--- config.mk ---
export PLATFORM = sky130hd
export DESIGN_NAME = layer_mixer
export DESIGN_NICKNAME = d
export VERILOG_FILES = /design/src/rtl/ppu_pkg.sv /design/src/rtl/layer_prio_select.sv /design/src/rtl/up_counter.sv /design/src/rtl/layer_mixer.sv
export SDC_FILE = /design/constraint.sdc
export NUM_CORES = 1
export LEC_CHECK = 0
export CAP_MARGIN = 20
export CORE_ASPECT_RATIO = 1.1
export CORE_UTILIZATION = 49
export CTS_CLUSTER_DIAMETER = 60
export CTS_CLUSTER_SIZE = 40
export DETAILED_ROUTE_END_ITERATION = 6
export PLACE_DENSITY = 0.95
export SLEW_MARGIN = 10
export SYNTH_ARGS = -nofsm -noshare
export SYNTH_HDL_FRONTEND = slang
export SYNTH_HIERARCHICAL = 1
export SYNTH_SLANG_ARGS = --single-unit
export TNS_END_PERCENT = 5
--- constraint.sdc ---
create_clock -name clk -period 3.35 [get_ports clk]
set_input_delay 0.335 -clock clk [delete_from_list [all_inputs] [get_ports clk]]
set_output_delay 0.335 -clock clk [all_outputs]
set_load 0.005 [all_outputs]
--- src/rtl/ppu_pkg.sv ---
// Shared pixel-pipeline types: mixer state encoding and derived bus widths.
package ppu_pkg;

  typedef enum logic [1:0] {
    StWait  = 2'd0,
    StFetch = 2'd1,
    StDrain = 2'd2
  } mix_state_e;

  function automatic int unsigned calc_src_w(input int unsigned num_layers);
    return (num_layers <= 1) ? 1 : $clog2(num_layers);
  endfunction

  function automatic int unsigned calc_pix_w(input int unsigned num_layers,
                                             input int unsigned pal_w,
                                             input int unsigned color_w);
    return calc_src_w(num_layers) + pal_w + color_w;
  endfunction

endpackage

--- src/rtl/layer_prio_select.sv ---
// Picks the visible layer: highest priority among enabled opaque layers,
// ties resolved toward the higher layer index. Outputs zero when none qualify.
module layer_prio_select
  import ppu_pkg::*;
#(
  parameter  int unsigned NUM_LAYERS = 3,
  parameter  int unsigned PAL_W      = 5,
  parameter  int unsigned COLOR_W    = 4,
  localparam int unsigned SRC_W      = calc_src_w(NUM_LAYERS)
) (
  input  logic [NUM_LAYERS-1:0]                 i_en,
  input  logic [NUM_LAYERS*(PAL_W+COLOR_W)-1:0] i_pix,
  input  logic [NUM_LAYERS*2-1:0]               i_prio,
  output logic [SRC_W-1:0]                      o_src,
  output logic [PAL_W-1:0]                      o_pal,
  output logic [COLOR_W-1:0]                    o_color
);

  localparam int unsigned LW = PAL_W + COLOR_W;

  logic       w_found;
  logic [1:0] w_best_prio;

  always_comb begin
    w_found     = 1'b0;
    w_best_prio = '0;
    o_src       = '0;
    o_pal       = '0;
    o_color     = '0;
    // Ascending scan with >= lets a later (higher) index win equal ranks.
    for (int i = 0; i < NUM_LAYERS; i++) begin
      if (i_en[i] && (i_pix[i*LW +: COLOR_W] != '0) &&
          (!w_found || (i_prio[i*2 +: 2] >= w_best_prio))) begin
        w_found     = 1'b1;
        w_best_prio = i_prio[i*2 +: 2];
        o_src       = SRC_W'(i);
        o_pal       = i_pix[i*LW+COLOR_W +: PAL_W];
        o_color     = i_pix[i*LW +: COLOR_W];
      end
    end
  end

endmodule

--- src/rtl/up_counter.sv ---
// Free-running up counter with synchronous clear and count enable.
module up_counter #(
  parameter int unsigned WIDTH = 8
) (
  input  logic             clk,
  input  logic             rst_n,
  input  logic             i_clr,
  input  logic             i_en,
  output logic [WIDTH-1:0] o_count
);

  logic [WIDTH-1:0] r_count;

  always_ff @(posedge clk or negedge rst_n) begin
    if (!rst_n) begin
      r_count <= '0;
    end else if (i_clr) begin
      r_count <= '0;
    end else if (i_en) begin
      r_count <= r_count + WIDTH'(1);
    end
  end

  assign o_count = r_count;

endmodule

--- src/rtl/layer_mixer.sv ---
// Row mixer: waits for every enabled layer engine to finish fetching, sweeps the
// row columns, and writes the priority-selected pixel of each column to row RAM.
module layer_mixer
  import ppu_pkg::*;
#(
  parameter  int unsigned NUM_LAYERS = 3,
  parameter  int unsigned ROW_PIXELS = 320,
  parameter  int unsigned ADDR_W     = 9,
  parameter  int unsigned COLOR_W    = 4,
  parameter  int unsigned PAL_W      = 5,
  parameter  int unsigned RD_LAT     = 1,
  localparam int unsigned SRC_W      = calc_src_w(NUM_LAYERS),
  localparam int unsigned PIX_W      = calc_pix_w(NUM_LAYERS, PAL_W, COLOR_W)
) (
  input  logic                                  clk,
  input  logic                                  rst_n,
  input  logic [NUM_LAYERS-1:0]                 layer_en,
  input  logic [NUM_LAYERS-1:0]                 layer_done,
  output logic [ADDR_W-1:0]                     pixel_addr,
  input  logic [NUM_LAYERS*(PAL_W+COLOR_W)-1:0] layer_pix,
  input  logic [NUM_LAYERS*2-1:0]               layer_prio,
  output logic [PIX_W-1:0]                      rowram_wrdata,
  output logic [ADDR_W-1:0]                     rowram_wraddr,
  output logic                                  rowram_wren,
  output logic                                  busy,
  output logic                                  row_done
);

  localparam int unsigned DRAIN_W = $clog2(RD_LAT + 1);

  mix_state_e r_state, w_state_next;

  logic [NUM_LAYERS-1:0] r_done_rec;
  logic [DRAIN_W-1:0]    r_drain_cnt;
  logic [RD_LAT-1:0]     r_vld;
  logic [ADDR_W-1:0]     r_adr [RD_LAT];
  logic                  r_wren;
  logic [ADDR_W-1:0]     r_wraddr;
  logic [PIX_W-1:0]      r_wrdata;
  logic                  r_row_done;

  logic               w_ready, w_last_col, w_drain_last;
  logic               w_cnt_clr, w_cnt_en, w_issue;
  logic [SRC_W-1:0]   w_src;
  logic [PAL_W-1:0]   w_pal;
  logic [COLOR_W-1:0] w_color;

  // A done pulse arriving this cycle counts toward the start condition.
  assign w_ready      = &(r_done_rec | layer_done | ~layer_en);
  assign w_last_col   = (pixel_addr == ADDR_W'(ROW_PIXELS - 1));
  assign w_drain_last = (r_drain_cnt == DRAIN_W'(RD_LAT));

  always_ff @(posedge clk or negedge rst_n) begin
    if (!rst_n) begin
      r_state <= StWait;
    end else begin
      r_state <= w_state_next;
    end
  end

  always_comb begin
    w_state_next = r_state;
    case (r_state)
      StWait:  if (w_ready)      w_state_next = StFetch;
      StFetch: if (w_last_col)   w_state_next = StDrain;
      StDrain: if (w_drain_last) w_state_next = StWait;
      default:                   w_state_next = StWait;
    endcase
  end

  always_comb begin
    busy      = (r_state != StWait);
    w_issue   = (r_state == StFetch);
    w_cnt_en  = (r_state == StFetch) && !w_last_col;
    // Clearing on the last drain cycle keeps pixel_addr at 0 throughout WAIT.
    w_cnt_clr = (r_state == StWait) || ((r_state == StDrain) && w_drain_last);
  end

  up_counter #(
    .WIDTH (ADDR_W)
  ) u_addr_cnt (
    .clk     (clk),
    .rst_n   (rst_n),
    .i_clr   (w_cnt_clr),
    .i_en    (w_cnt_en),
    .o_count (pixel_addr)
  );

  always_ff @(posedge clk or negedge rst_n) begin
    if (!rst_n) begin
      r_done_rec  <= '0;
      r_drain_cnt <= '0;
    end else begin
      if ((r_state == StWait) && w_ready) begin
        r_done_rec <= layer_done;
      end else begin
        r_done_rec <= r_done_rec | layer_done;
      end
      r_drain_cnt <= (r_state == StDrain) ? r_drain_cnt + DRAIN_W'(1) : '0;
    end
  end

  layer_prio_select #(
    .NUM_LAYERS (NUM_LAYERS),
    .PAL_W      (PAL_W),
    .COLOR_W    (COLOR_W)
  ) u_prio_select (
    .i_en    (layer_en),
    .i_pix   (layer_pix),
    .i_prio  (layer_prio),
    .o_src   (w_src),
    .o_pal   (w_pal),
    .o_color (w_color)
  );

  // Stage RD_LAT-1 lines up with engine data for its address; the output
  // registers form the final stage.
  always_ff @(posedge clk or negedge rst_n) begin
    if (!rst_n) begin
      r_vld      <= '0;
      for (int k = 0; k < RD_LAT; k++) r_adr[k] <= '0;
      r_wren     <= 1'b0;
      r_wraddr   <= '0;
      r_wrdata   <= '0;
      r_row_done <= 1'b0;
    end else begin
      r_vld[0] <= w_issue;
      r_adr[0] <= pixel_addr;
      for (int k = 1; k < RD_LAT; k++) begin
        r_vld[k] <= r_vld[k-1];
        r_adr[k] <= r_adr[k-1];
      end
      r_wren     <= r_vld[RD_LAT-1];
      r_wraddr   <= r_adr[RD_LAT-1];
      r_wrdata   <= r_vld[RD_LAT-1] ? {w_src, w_pal, w_color} : '0;
      r_row_done <= (r_state == StDrain) && w_drain_last;
    end
  end

  assign rowram_wren   = r_wren;
  assign rowram_wraddr = r_wraddr;
  assign rowram_wrdata = r_wrdata;
  assign row_done      = r_row_done;

endmodule

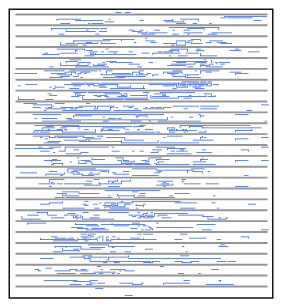
Figure 1: run 1, met1 routing.
Scale: 4 px per um. Supply wires on this layer in gray.
nets with wire on the layer: 281
share of all routed wire: 39%
longest straight run: 24.8 um

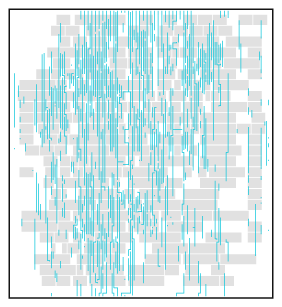
Figure 2: run 1, M2 wires.
Scale: 4 px per um. Cells faint in the background.
wire length on this layer: 2860 um
share of all routed wire: 54%
nets with wire on the layer: 287
main direction: vertical
longest straight run: 29.9 um

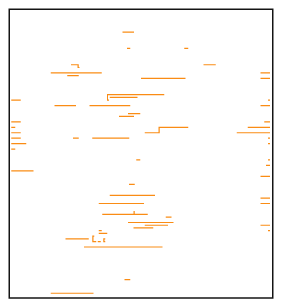
Figure 3: run 1, metal 3.
Scale: 4 px per um.
share of all routed wire: 4.7%
main direction: horizontal
wire length on this layer: 249 um
longest straight run: 19.3 um
nets with wire on the layer: 48
total number of vias: 1863
total wire length after detailed routing: 5.315 mm
met3 track demand over resource: 5.414%

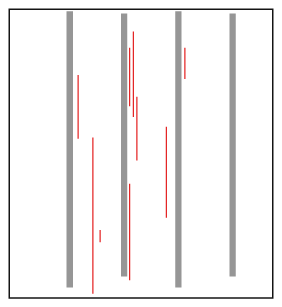
Figure 4: run 1, signal wires on met4.
Scale: 4 px per um. Supply wires on this layer in gray.
nets with wire on the layer: 9
wire length on this layer: 162 um
main direction: vertical
share of all routed wire: 3.0%
longest straight run: 38.8 um

==> run 1: worst min path at each step <==
stage                  startpoint                                end  slack (ps)
5_1_grt        r_adr[3]$_DFF_PN0_         rowram_wraddr[3]$_DFF_PN0_         360
3_5_place_dp   r_adr[3]$_DFF_PN0_         rowram_wraddr[3]$_DFF_PN0_         340
4_1_cts                     rst_n  u_addr_cnt/o_count[1]$_DFFE_PN0P_         210
6_report       r_adr[3]$_DFF_PN0_         rowram_wraddr[3]$_DFF_PN0_         360
2_1_floorplan               rst_n                 r_adr[0]$_DFF_PN0_          40
3_3_place_gp   r_adr[0]$_DFF_PN0_         rowram_wraddr[0]$_DFF_PN0_         330
==> run 1: cells in the final DEF, fill, tap and decap left out, types with 2 or more instances in the layout <==
cell type,synthesis,final
sky130_fd_sc_hd__buf_4,1,15
sky130_fd_sc_hd__o31ai_1,3,3
sky130_fd_sc_hd__o21ai_0,2,2
sky130_fd_sc_hd__nor3b_1,4,4
sky130_fd_sc_hd__nor3_1,9,9
sky130_fd_sc_hd__nand2b_4,0,2
sky130_fd_sc_hd__o41ai_4,2,2
sky130_fd_sc_hd__and2_1,13,12
sky130_fd_sc_hd__o211ai_1,9,9
sky130_fd_sc_hd__a31oi_2,9,9
sky130_fd_sc_hd__nand3_1,11,11
sky130_fd_sc_hd__xor2_1,3,3
sky130_fd_sc_hd__or4_1,3,3
sky130_fd_sc_hd__ha_4,0,2
sky130_fd_sc_hd__a21oi_2,0,2
sky130_fd_sc_hd__nor2_1,6,6
sky130_fd_sc_hd__a21oi_1,8,5
sky130_fd_sc_hd__clkbuf_8,0,5
sky130_fd_sc_hd__o41a_1,2,2
sky130_fd_sc_hd__dfrtp_1,47,47
sky130_fd_sc_hd__a21o_1,4,4
sky130_fd_sc_hd__dlymetal6s2s_1,0,4
sky130_fd_sc_hd__nand2_1,4,4
sky130_fd_sc_hd__nand4_1,2,2
sky130_fd_sc_hd__inv_1,6,6
sky130_fd_sc_hd__buf_6,2,2
sky130_fd_sc_hd__clkdlybuf4s50_1,0,67
sky130_fd_sc_hd__ha_1,5,3
==> run 1: sequential cells by signal, summed over array words and instances, names as in the netlist <==
name,cells
rowram_wrdata,11
r_adr,9
rowram_wraddr,9
u_addr_cnt/o_count,9
r_done_rec,3
r_state,2
r_drain_cnt,1
r_vld,1
row_done,1
rowram_wren,1
==> run 1: through the flow <==
| step | setup TNS, ps | hold WS (ps) | power, mW | worst slack [ps] |
|---|---|---|---|---|
| after floorplan | -833.1 | 39.41 | 0.7004 | -88.62 |
| after global placement | -1658 | 332.3 | 0.8324 | -175.9 |
| after detailed placement | -3091 | 335.5 | 0.8410 | -304.2 |
| after CTS | 0 | 213.1 | 1.258 | 10.40 |
| after global routing | 0 | 364.1 | 1.315 | 71.40 |
| final | 0 | 355.5 | 1.260 | 184.4 |
==> run 1: layout make-up <==
cell class	count	area share [%]
multi-input cells	117	30.33
clock buffers	5	2.106
well taps	54	2.068
inverters	7	0.8043
clock inverters	3	1.417
flip-flops and latches	47	36.00
repair buffers	91	27.27
==> run 1: routing by layer <==
layer,vias up,wire length (um)
met5,-,0
met2,81,2855
met4,0,161
li1,850,-
met1,914,2048
met3,18,249
==> impl_metrics.yaml, run 1 <==
# physical design summary
logic_synthesis:
  synth-async-reset-ratio_pct: 100.0
  area_leaders: "sky130_fd_sc_hd__dfrtp_1, sky130_fd_sc_hd__a31oi_2, sky130_fd_sc_hd__and2_1"
  synthSimpleGateAreaFrac_pct: 16.65
  netlist.area_leader.share_pct: 54.15
final_layout:
  final_nets: 315
  antennaDiodeCount: 0
setup_path:
  critPathMaxStageDelay_ps: 490
  timing.critical_path.to_type: "flip-flop"
  worst_setup_path_type: "in -> reg"
  r2r-start: "u_addr_cnt/o_count[3]$_DFFE_PN0P_"
outcome:
  outcome: "complete, no violations"
floorplan:
  floorplan.core_util_pct: 50.69
  chip_area_sq_um: 4703
clock_network:
  worst_setup_hold_path_clk_slew_ps: 90
  post-cts-setup-buffer-count: 0
  tritoncts.num_buffers: 5
route:
  dr.first_iter.drc_count: 97
placement:
  post_dp_hpwl_mm: 3.991
power_and_ir_drop:
  seq-power_uw: 590
  p_leak_nw: 1.345
grt:
  wire_length_of_the_first_global_routing_pass_mm: 8.369
==> inputs of run 2 (changes only) <==
- CORE_ASPECT_RATIO: 1.1 -> 1.5
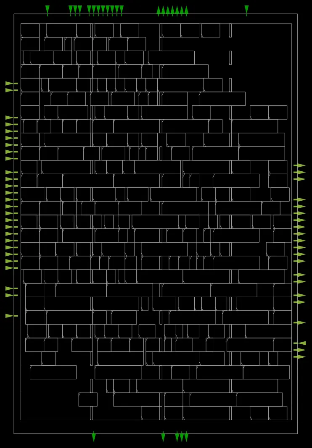
Figure 5: run 2, placed standard cells.
Layout Cells excl Fill: 316
count of flip-flops and latches: 47
core area: 4245 sq um
flop share of the area: 36.41%

==> run 2 against run 1 <==
Compared with the run above: routed wire length down 3.1%; power down 5.7%; clock power down 18%; critical endpoint is now rowram_wrdata[0]$_DFF_PN0_; largest cell class unchanged; largest power group unchanged.
==> impl_metrics.yaml, run 2 <==
# physical design summary
power_and_ir_drop:
  p_leak_nw: 1.313
  clock_power_share_pct: 28.9
  power_frac_seq_pct: 49.8
  power.switching_uw: 305.3
  p_int_uw: 882.8
placement:
  place.gp.congestion: 0.8054
  dpl_worst_slack_ps: -337.4
  post_dp_hpwl_mm: 3.879
setup_path:
  worst_setup_path_type: "in -> reg"
  r2r-start: "u_addr_cnt/o_count[3]$_DFFE_PN0P_"
  timing.critical_path.to_type: "flip-flop"
final_layout:
  final_nets: 315
  final_layout_size_suffix_gt1_share_pct: 20.74
  antennaDiodeCount: 0
  fill_cells: 266
  area.combinational_sq_um: 994.7
  final_layout_top_logic_cells: "sky130_fd_sc_hd__clkdlybuf4s50_1, sky130_fd_sc_hd__dfrtp_1, sky130_fd_sc_hd__buf_4"
  lay_top_count: "sky130_fd_sc_hd__clkdlybuf4s50_1"
  largest_register_ff_count: 11
logic_synthesis:
  area_leaders: "sky130_fd_sc_hd__dfrtp_1, sky130_fd_sc_hd__a31oi_2, sky130_fd_sc_hd__and2_1"
  netlist.area_leader.share_pct: 54.15
  synth-async-reset-ratio_pct: 100.0
  top_cells_by_count: "sky130_fd_sc_hd__dfrtp_1, sky130_fd_sc_hd__and2_1, sky130_fd_sc_hd__nand3_1"
  post_synthesis_instance_area_sq_um: 2172
  synth-seq-area-share_pct: 54.15
  synth_nets: 223
route:
  wl_mm: 5.152
  dr_total_vias: 1825
  dr.first_iter.drc_count: 64
  via_per_inst: 5.775
grt:
  wire_length_of_the_first_global_routing_pass_mm: 8.611
  grtUsageTotal_pct: 23.91
floorplan:
  die_width_um: 56.36
  io-pin-count: 73
  floorplan.core_util_pct: 51.16
  chip_area_sq_um: 4708
hold_path:
  min_from: "r_adr[0]$_DFF_PN0_"
  whs_path_depth: 0
final_timing:
  slew-limit-headroom_pct: 61.84
  worst_hold_slack_ps: 354.0
  worst_slack_ps: 155.3
  finalClockPeriodUsage_pct: 95.37
  fin_skew_ps: 4.472
clock_network:
  worst_setup_hold_path_clk_slew_ps: 90
  tritoncts.num_buffers: 5
  htree_num_levels: 2
  clock_path_buffers: 2
flow_run:
  log.warning_count: 27
outcome:
  outcome: "complete, no violations"
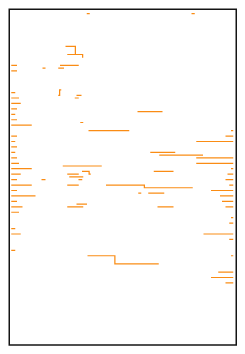
Figure 6: run 2, metal 3.
Scale: 4 px per um.
main direction: horizontal
nets with wire on the layer: 67
longest straight run: 12.0 um
wire length on this layer: 246 um

## run 2: path summary, 6_finish.rpt
path                                                           to  slack, ps
worst max-delay path                   rowram_wrdata[0]$_DFF_PN0_        160
worst min-delay path                   rowram_wraddr[0]$_DFF_PN0_        350
worst max register to register  u_addr_cnt/o_count[7]$_DFFE_PN0P_       1220
worst min register to register         rowram_wraddr[0]$_DFF_PN0_        350
max in group asynchronous       u_addr_cnt/o_count[1]$_DFFE_PN0P_       2370
min in group asynchronous              rowram_wraddr[1]$_DFF_PN0_        490
## run 2: final cells by class
| type | instances | share of cell area (%) |
|---|---|---|
| clock buffer | 5 | 2.130 |
| inverter | 7 | 0.8133 |
| multi-input combinational | 117 | 30.79 |
| sequential | 47 | 36.41 |
| tap | 46 | 1.782 |
| timing repair buffer | 91 | 27.34 |
| clock inverter | 3 | 0.7359 |
## run 2: cell families after synthesis
logic type / count (synthesis) / share of synthesized area (%)
AND/OR/NAND/NOR: 62 / 16.65
flip-flops: 47 / 54.15
AND-OR/OR-AND: 44 / 20.51
buffers and inverters: 13 / 3.225
adder cells (fa/ha/maj): 5 / 2.880
XOR/XNOR: 4 / 1.613
multiplexers: 2 / 0.9792
## run 2: what timing repair did
action,CTS,global route
pin swaps,6,5
gates resized,8,5
endpoints found under the setup margin,4,11
hold endpoints to repair,0,18
buffers inserted,1,0
hold buffers,0,1
## run 2: layer usage
metal	vias to the layer above	track usage, %	part of all wire [%]
met5	-	0	0
met4	0	12.86	3.6
met3	17	4.496	4.8
met2	93	43.94	57
met1	878	24.95	35
li1	837	-	-
## run 2: power groups by stage
| stage | logic (mW) | registers [mW] | clock network (mW) |
|---|---|---|---|
| 3_3_place_gp | 0.229 | 0.603 | 0 |
| 4_1_cts | 0.242 | 0.592 | 0.347 |
| 5_1_grt | 0.273 | 0.593 | 0.372 |
| 3_5_place_dp | 0.236 | 0.603 | 0 |
| 2_1_floorplan | 0.0958 | 0.605 | 0 |
| 6_report | 0.254 | 0.591 | 0.343 |
## run 2: worst max-delay path, stage by stage
cell and delay, ps:
sky130_fd_sc_hd__dlygate4sd2_1 240, sky130_fd_sc_hd__o41a_1 450, sky130_fd_sc_hd__and2_4 160, sky130_fd_sc_hd__ha_1 280
sky130_fd_sc_hd__nand2b_4 160, sky130_fd_sc_hd__a21oi_4 170, sky130_fd_sc_hd__a21oi_4 80, sky130_fd_sc_hd__mux2_4 320
sky130_fd_sc_hd__ha_4 210, sky130_fd_sc_hd__nand2b_4 140, sky130_fd_sc_hd__a221oi_4 280, sky130_fd_sc_hd__or2_4 180
sky130_fd_sc_hd__buf_6 120, sky130_fd_sc_hd__a31oi_2 80, sky130_fd_sc_hd__and2_1 150
## run 2: metrics by stage
stage | setup TNS, ps | power [mW]
2_1_floorplan | -833.1 | 0.7004
3_3_place_gp | -1811 | 0.8322
3_5_place_dp | -3423 | 0.8388
4_1_cts | 0 | 1.181
5_1_grt | 0 | 1.238
6_report | 0 | 1.188
Power figures rest on the tool's default switching activity, not on a simulated workload.
